<file path="src/rtl/mul_sequencer.sv">
// Radix-2 shift-add multiplier sequencer for MUL/MULH/MULHSU/MULHU in the EX stage.
// Latency: done pulses WIDTH+1 cycles after the accepting edge; one op in flight at a time.
// Backpressure: stall_fetch holds upstream from request cycle through SIGN; start is ignored while busy/DONE.
module mul_sequencer #(
    parameter int WIDTH = 32
) (
    input  logic             clk,
    input  logic             rst_n,
    input  logic             start,
    input  logic             flush,
    input  logic [1:0]       op,
    input  logic [WIDTH-1:0] a,
    input  logic [WIDTH-1:0] b,
    output logic             busy,
    output logic             stall_fetch,
    output logic             done,
    output logic [WIDTH-1:0] result
);

    localparam int CW = $clog2(WIDTH) + 1;

    localparam logic [1:0] OP_MUL    = 2'b00;
    localparam logic [1:0] OP_MULH   = 2'b01;
    localparam logic [1:0] OP_MULHSU = 2'b10;

    typedef enum logic [1:0] {
        IDLE = 2'b00,
        CALC = 2'b01,
        SIGN = 2'b10,
        DONE = 2'b11
    } state_t;

    state_t               state_q, state_d;
    logic [CW-1:0]        cnt_q;
    logic [1:0]           op_q;
    logic                 neg_q;
    logic [WIDTH-1:0]     mcand_q;
    logic [WIDTH-1:0]     mplr_q;
    logic [2*WIDTH-1:0]   acc_q;
    logic                 done_q;
    logic [WIDTH-1:0]     result_q;

    logic                 accept;
    logic                 a_neg, b_neg;
    logic [WIDTH-1:0]     a_mag, b_mag;
    logic [2*WIDTH-1:0]   mcand_ext;
    logic [2*WIDTH-1:0]   prod;

    assign accept = (state_q == IDLE) && start && !flush;

    // Magnitudes are taken only for operands the op treats as signed; the most
    // negative value negates to itself, which is the correct unsigned magnitude.
    assign a_neg = ((op == OP_MULH) || (op == OP_MULHSU)) && a[WIDTH-1];
    assign b_neg = (op == OP_MULH) && b[WIDTH-1];
    assign a_mag = a_neg ? -a : a;
    assign b_mag = b_neg ? -b : b;

    assign mcand_ext = {{WIDTH{1'b0}}, mcand_q};
    assign prod      = neg_q ? -acc_q : acc_q;

    always_ff @(posedge clk or negedge rst_n) begin
        if (!rst_n) begin
            state_q <= IDLE;
        end else begin
            state_q <= state_d;
        end
    end

    always_comb begin
        state_d = state_q;
        case (state_q)
            IDLE: if (accept) state_d = CALC;
            CALC: begin
                if (flush) begin
                    state_d = IDLE;
                end else if (cnt_q == CW'(WIDTH - 1)) begin
                    state_d = SIGN;
                end
            end
            SIGN:    state_d = flush ? IDLE : DONE;
            DONE:    state_d = IDLE;
            default: state_d = IDLE;
        endcase
    end

    always_ff @(posedge clk or negedge rst_n) begin
        if (!rst_n) begin
            cnt_q    <= '0;
            op_q     <= '0;
            neg_q    <= 1'b0;
            mcand_q  <= '0;
            mplr_q   <= '0;
            acc_q    <= '0;
            done_q   <= 1'b0;
            result_q <= '0;
        end else begin
            done_q <= (state_q == SIGN) && !flush;
            case (state_q)
                IDLE: begin
                    if (accept) begin
                        op_q    <= op;
                        neg_q   <= a_neg ^ b_neg;
                        mcand_q <= a_mag;
                        mplr_q  <= b_mag;
                        acc_q   <= '0;
                        cnt_q   <= '0;
                    end
                end
                CALC: begin
                    if (flush) begin
                        cnt_q <= '0;
                        acc_q <= '0;
                    end else begin
                        if (mplr_q[0]) begin
                            acc_q <= acc_q + (mcand_ext << cnt_q);
                        end
                        mplr_q <= mplr_q >> 1;
                        cnt_q  <= cnt_q + CW'(1);
                    end
                end
                SIGN: begin
                    if (flush) begin
                        cnt_q <= '0;
                        acc_q <= '0;
                    end else begin
                        result_q <= (op_q == OP_MUL) ? prod[WIDTH-1:0] : prod[2*WIDTH-1:WIDTH];
                    end
                end
                default: ;
            endcase
        end
    end

    assign busy   = (state_q == CALC) || (state_q == SIGN);
    assign done   = done_q;
    assign result = result_q;

    // Gated by rst_n so fetch is released immediately while reset is asserted.
    assign stall_fetch = rst_n && (accept || busy);

endmodule
</file>
<file path="config.mk">
export PLATFORM = sky130hd
export DESIGN_NAME = mul_sequencer
export DESIGN_NICKNAME = d
export VERILOG_FILES = /design/src/rtl/mul_sequencer.sv
export SDC_FILE = /design/constraint.sdc
export NUM_CORES = 1
export LEC_CHECK = 0
export ABC_AREA = 1
export CAP_MARGIN = 20
export CORE_MARGIN = 3
export CORE_UTILIZATION = 36
export CTS_CLUSTER_DIAMETER = 80
export DETAILED_ROUTE_END_ITERATION = 8
export DONT_BUFFER_PORTS = 1
export SYNTH_ARGS = -nofsm -noshare
export SYNTH_HDL_FRONTEND = slang
export SYNTH_SLANG_ARGS = --single-unit
</file>
<file path="constraint.sdc">
create_clock -name clk -period 6.66 [get_ports clk]
set_input_delay 1.998 -clock clk [delete_from_list [all_inputs] [get_ports clk]]
set_output_delay 1.998 -clock clk [all_outputs]
set_load 0.03 [all_outputs]
</file>
==> results.py, run 1 <==
# Generated from Yosys and OpenROAD reports
metrics = {
    "status": {
        "outcome": "finished, final reports clean",
    },
    "grt": {
        "grt-busiest-layer": "met2",
        "grt_start_max_net_pins": 174,
        "use_met1_pct": 36.2,
    },
    "layout": {
        "final_instance_area_um2": 19200,
        "layout_top_cell_excl_fill_tap": "sky130_fd_sc_hd__nand2_1",
    },
    "critical_path": {
        "cp-start-kind": "primary input",
        "path_delay_family": "buffers and inverters",
        "timing.critical_path.fanout_max": 16,
        "timing.critical_path.depth": 4,
    },
    "clock_network": {
        "tritoncts_buffers": 17,
        "buffer_cell_driving_the_clock_tree_root": "sky130_fd_sc_hd__clkbuf_16",
        "cts_max_path_buffers": 2,
    },
    "synthesis": {
        "synth_flop_count": 172,
        "postSynthSeqShare_pct": 23.8,
        "mean_area_per_synthesized_cell_um2": 5.79,
        "synthTopCellsByArea": "sky130_fd_sc_hd__dfrtp_1 24%, sky130_fd_sc_hd__nand2_1 20%, sky130_fd_sc_hd__nor2_1 8.7%",
        "leading_cell_type_by_number_of_instances_after_synthesis": "sky130_fd_sc_hd__nand2_1",
        "yosys-dominant-comb-family": "simple AND/OR/NAND/NOR gates",
        "adder_cell_share_of_the_synthesized_area_pct": 5.09,
    },
    "routing": {
        "drt-initial-drc-count": 1954,
        "drcViolationCount": 0,
    },
    "placement": {
        "gp_congestion": 1.09,
        "detailed_place_hpwl_mm": 57.8,
    },
    "sta": {
        "timing.final.setup_violations": 0,
        "final.period_utilization_pct": 73.0,
        "fin_tns_setup_ns": 0,
        "period_minus_slack_ns": 4.86,
    },
    "power_and_ir_drop": {
        "powerDensity_nw_per_um2": 409,
    },
    "hold_path": {
        "holdPathEnd": "mplr_q[30]$_DFFE_PN0P_",
    },
}
## run 1: kinds of logic (layout without fill, tap and decap cells)
family | count (synthesis) | after routing
AND-OR/OR-AND | 585 | 585
flip-flops | 172 | 172
AND/OR/NAND/NOR | 1811 | 1811
multiplexers | 1 | 1
buffers and inverters | 433 | 382
XOR/XNOR | 46 | 46
adder cells (fa/ha/maj) | 73 | 73
## run 1: state kept, by name, summed over array words and instances (netlist names)
register and cells:
op_q 2, cnt_q 6, mplr_q 32, neg_q 1
done 1, mcand_q 32, state_q 2, acc_q 64
result 32
## run 1: cell type report
cell class / instances / area, um2
flip-flops and latches: 172 / 4310
well taps: 664 / 831
multi-input cells: 2516 / 12100
clock inverters: 12 / 91.3
clock buffers: 20 / 457
fillers: 5595 / 30100
inverters: 332 / 1250
repair buffers: 18 / 135
## run 1: metrics by stage
| stage | hold WS (ns) | setup slack [ns] | cells | utilization (%) |
|---|---|---|---|---|
| 2_1_floorplan | 0.444 | 1.74 | 3121 | - |
| 3_3_place_gp | 0.461 | 1.80 | 3702 | 37.8 |
| 3_5_place_dp | 0.462 | 1.79 | 3702 | 37.8 |
| 4_1_cts | 0.482 | 1.79 | 3734 | 38.9 |
| 5_1_grt | 0.501 | 1.59 | 3734 | 38.9 |
| 6_report | 0.480 | 1.80 | 3734 | 38.9 |
## run 1: layer usage
metal | wire length [um] | share of wire [%]
met1 | 32100 | 45
met2 | 30000 | 42
met3 | 5200 | 7.3
met4 | 3960 | 5.6
met5 | 0 | 0
## run 1: power breakdown
part,internal (W),leakage (nW),switching (W)
clock network,0.000497,0.255,0.000492
registers,0.00140,2.21,0.000542
logic,0.00141,7.09,0.00350
total,0.00331,9.55,0.00453
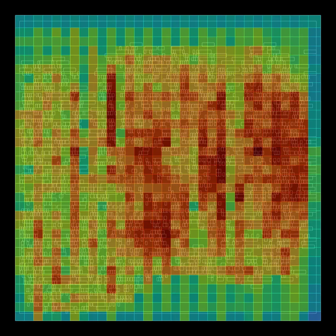
Figure 1: run 1, routing congestion map.
met3 track demand over resource: 4.35%
Finished Core Util: 38.9%
met2 global-route usage: 40.7%

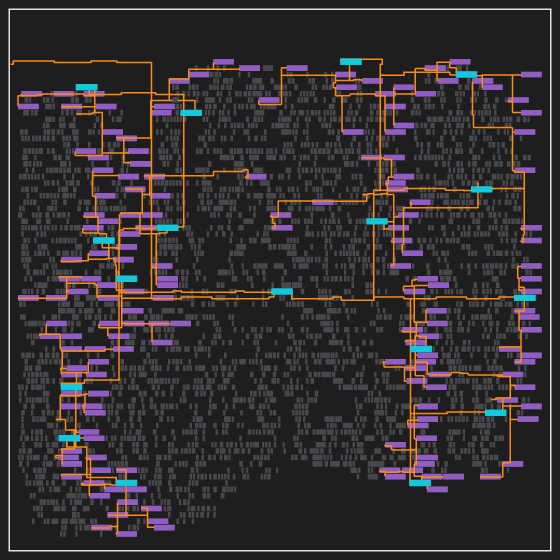
Figure 2: run 1, clock distribution.
[clock drivers] cyan | count: 17
[flip-flops] purple | count: 172
[clock wires] orange | length: 3000 um
routed clock nets: 18

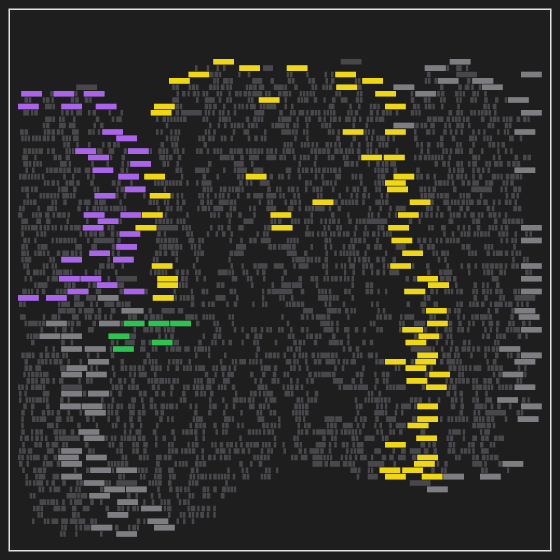
Figure 3: run 1, where the registers sit.
Other sequential cells in the stronger gray, the rest of the logic in the fainter gray.
[`acc_q`] yellow | flops: 64
[`mplr_q`] purple | flops: 32
[`cnt_q`] green | flops: 6 | where: middle left

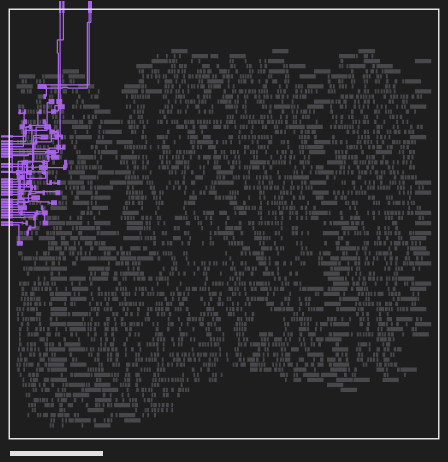
Figure 4: run 1, nets reached from selected ports.
Scale bar: 50 um.
[`b`] purple | bits: 32 | direction: input | edge: 28 left, 4 top | end cells: 76 | buffers: 0 | wire: 1130 um

Figure 5. M1 wires (run 1).
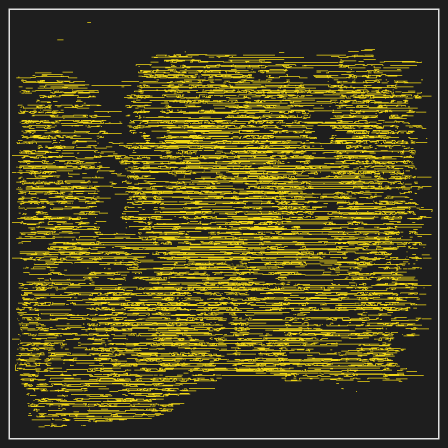

## Run 2: what changed since run 1
==> constraint.sdc (replaced) <==
create_clock -name clk -period 5 [get_ports clk]
set_input_delay 1.5 -clock clk [delete_from_list [all_inputs] [get_ports clk]]
set_output_delay 1.5 -clock clk [all_outputs]
set_load 0.03 [all_outputs]
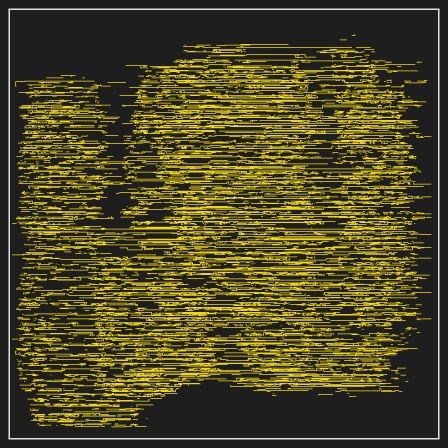
Figure 6: run 2, M1 wires.
longest straight run: 62.1 um
main direction: horizontal

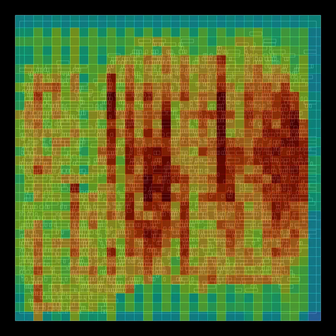
Figure 7: run 2, routing congestion map.
met2 global-route usage: 41.8%
met3 track demand over resource: 4.71%
routed wire length per instance: 19.5 um
Finished Core Util: 39.2%

==> run 2 against run 1 <==
  * Final area grew 0.65%
  * Count of clock-buffer cells in the layout fell by 1
  * Critical endpoint is now acc_q[51]$_DFFE_PN0P_
  * Global-route usage is 0.86 points higher
  * Critical path depth grew 19
  * Setup slack worse by 1.3 ns
==> results.py, run 2 <==
# Generated from Yosys and OpenROAD reports
metrics = {
    "layout": {
        "final_cells": 3744,
        "buf_share_pct": 1.09,
        "nonClockInverterCount": 332,
        "mi_logic_area_um2": 12100,
        "layout.sequential_cells": 172,
        "final-clk-cell-share_pct": 3.10,
        "sh_comb_area_pct": 62.7,
        "layout_top_cell_excl_fill_tap": "sky130_fd_sc_hd__nand2_1",
        "largest_register_ff_count": 64,
        "seq_area_um2": 4310,
        "logic_gates": 2516,
        "sh_seq_area_pct": 22.3,
    },
    "sta": {
        "final.period_utilization_pct": 90.0,
        "period_minus_slack_ns": 4.50,
        "fin_tns_setup_ns": 0,
        "final_critical_path_setup_slack_ns": 0.501,
        "timing.final.setup_violations": 0,
    },
    "routing": {
        "drcViolationCount": 0,
    },
    "clock_network": {
        "cts_max_path_buffers": 2,
        "buffer_cell_driving_the_clock_tree_root": "sky130_fd_sc_hd__clkbuf_16",
        "tritoncts_buffers": 17,
    },
    "placement": {
        "detailed_place_hpwl_mm": 58.8,
        "preCtsSetupSlack_ns": 0.550,
        "gp_congestion": 1.08,
    },
    "critical_path": {
        "path_delay_family": "simple AND/OR/NAND/NOR gates",
        "cp-start-kind": "register",
        "timing.critical_path.fanout_max": 33,
    },
    "power_and_ir_drop": {
        "powerDensity_nw_per_um2": 548,
    },
    "synthesis": {
        "leading_cell_type_by_number_of_instances_after_synthesis": "sky130_fd_sc_hd__nand2_1",
        "postSynthSeqShare_pct": 23.8,
    },
    "grt": {
        "grt_start_max_net_pins": 174,
    },
    "status": {
        "outcome": "finished, final reports clean",
    },
}
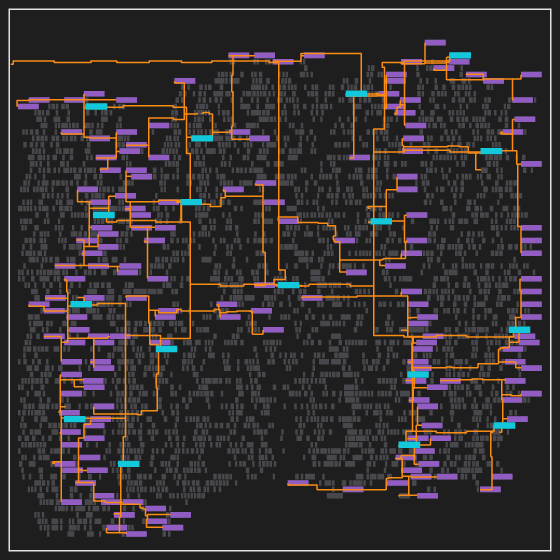
Figure 8: run 2, clock distribution.
[flip-flops] purple | count: 172
[clock drivers] cyan | count: 17
[clock wires] orange | length: 3190 um
routed clock nets: 18
flops lie: all over the die

run 2: netlist changes by cell type in the layout (fill, tap and decap cells not counted), sizes merged:
cell,before,now
clkbuf,20,19
bufinv,0,2
inv,329,333
clkinv,10,8
clkinvlp,5,2
buf,18,28
run 2: logic make-up after synthesis:
family	Yosys count	synth area share, %
adder cells (fa/ha/maj)	73	5.09
AND-OR/OR-AND	585	17.9
AND/OR/NAND/NOR	1811	41.6
XOR/XNOR	46	2.23
multiplexers	1	0.0553
buffers and inverters	433	9.29
flip-flops	172	23.8
run 2: how the worst min path moves through the flow:
| stage | cells after the start | endpoint | start |
|---|---|---|---|
| 6_report | 2 | mplr_q[30]$_DFFE_PN0P_ | mplr_q[30]$_DFFE_PN0P_ |
| 5_1_grt | 2 | mplr_q[15]$_DFFE_PN0P_ | mplr_q[15]$_DFFE_PN0P_ |
| 2_1_floorplan | 2 | mplr_q[28]$_DFFE_PN0P_ | mplr_q[28]$_DFFE_PN0P_ |
| 4_1_cts | 2 | mplr_q[28]$_DFFE_PN0P_ | mplr_q[28]$_DFFE_PN0P_ |
| 3_3_place_gp | 2 | mplr_q[30]$_DFFE_PN0P_ | mplr_q[30]$_DFFE_PN0P_ |
| 3_5_place_dp | 2 | mplr_q[28]$_DFFE_PN0P_ | mplr_q[28]$_DFFE_PN0P_ |
run 2: report_power, final:
part | internal (W) | switching (W) | total (W)
clock | 0.000760 | 0.000697 | 0.00146
combinational | 0.00189 | 0.00466 | 0.00656
sequential | 0.00186 | 0.000707 | 0.00257
total | 0.00452 | 0.00607 | 0.0106
run 2: routing by layer:
layer,routed length [um],share of wire (%),vias up,global-route usage (%)
met3,4580,6.3,178,4.71
li1,-,-,10200,-
met1,32800,45,9200,36.7
met5,0,0,-,0
met2,30700,42,703,41.8
met4,4790,6.6,0,16.2
Power is estimated from default activity; no workload was simulated.
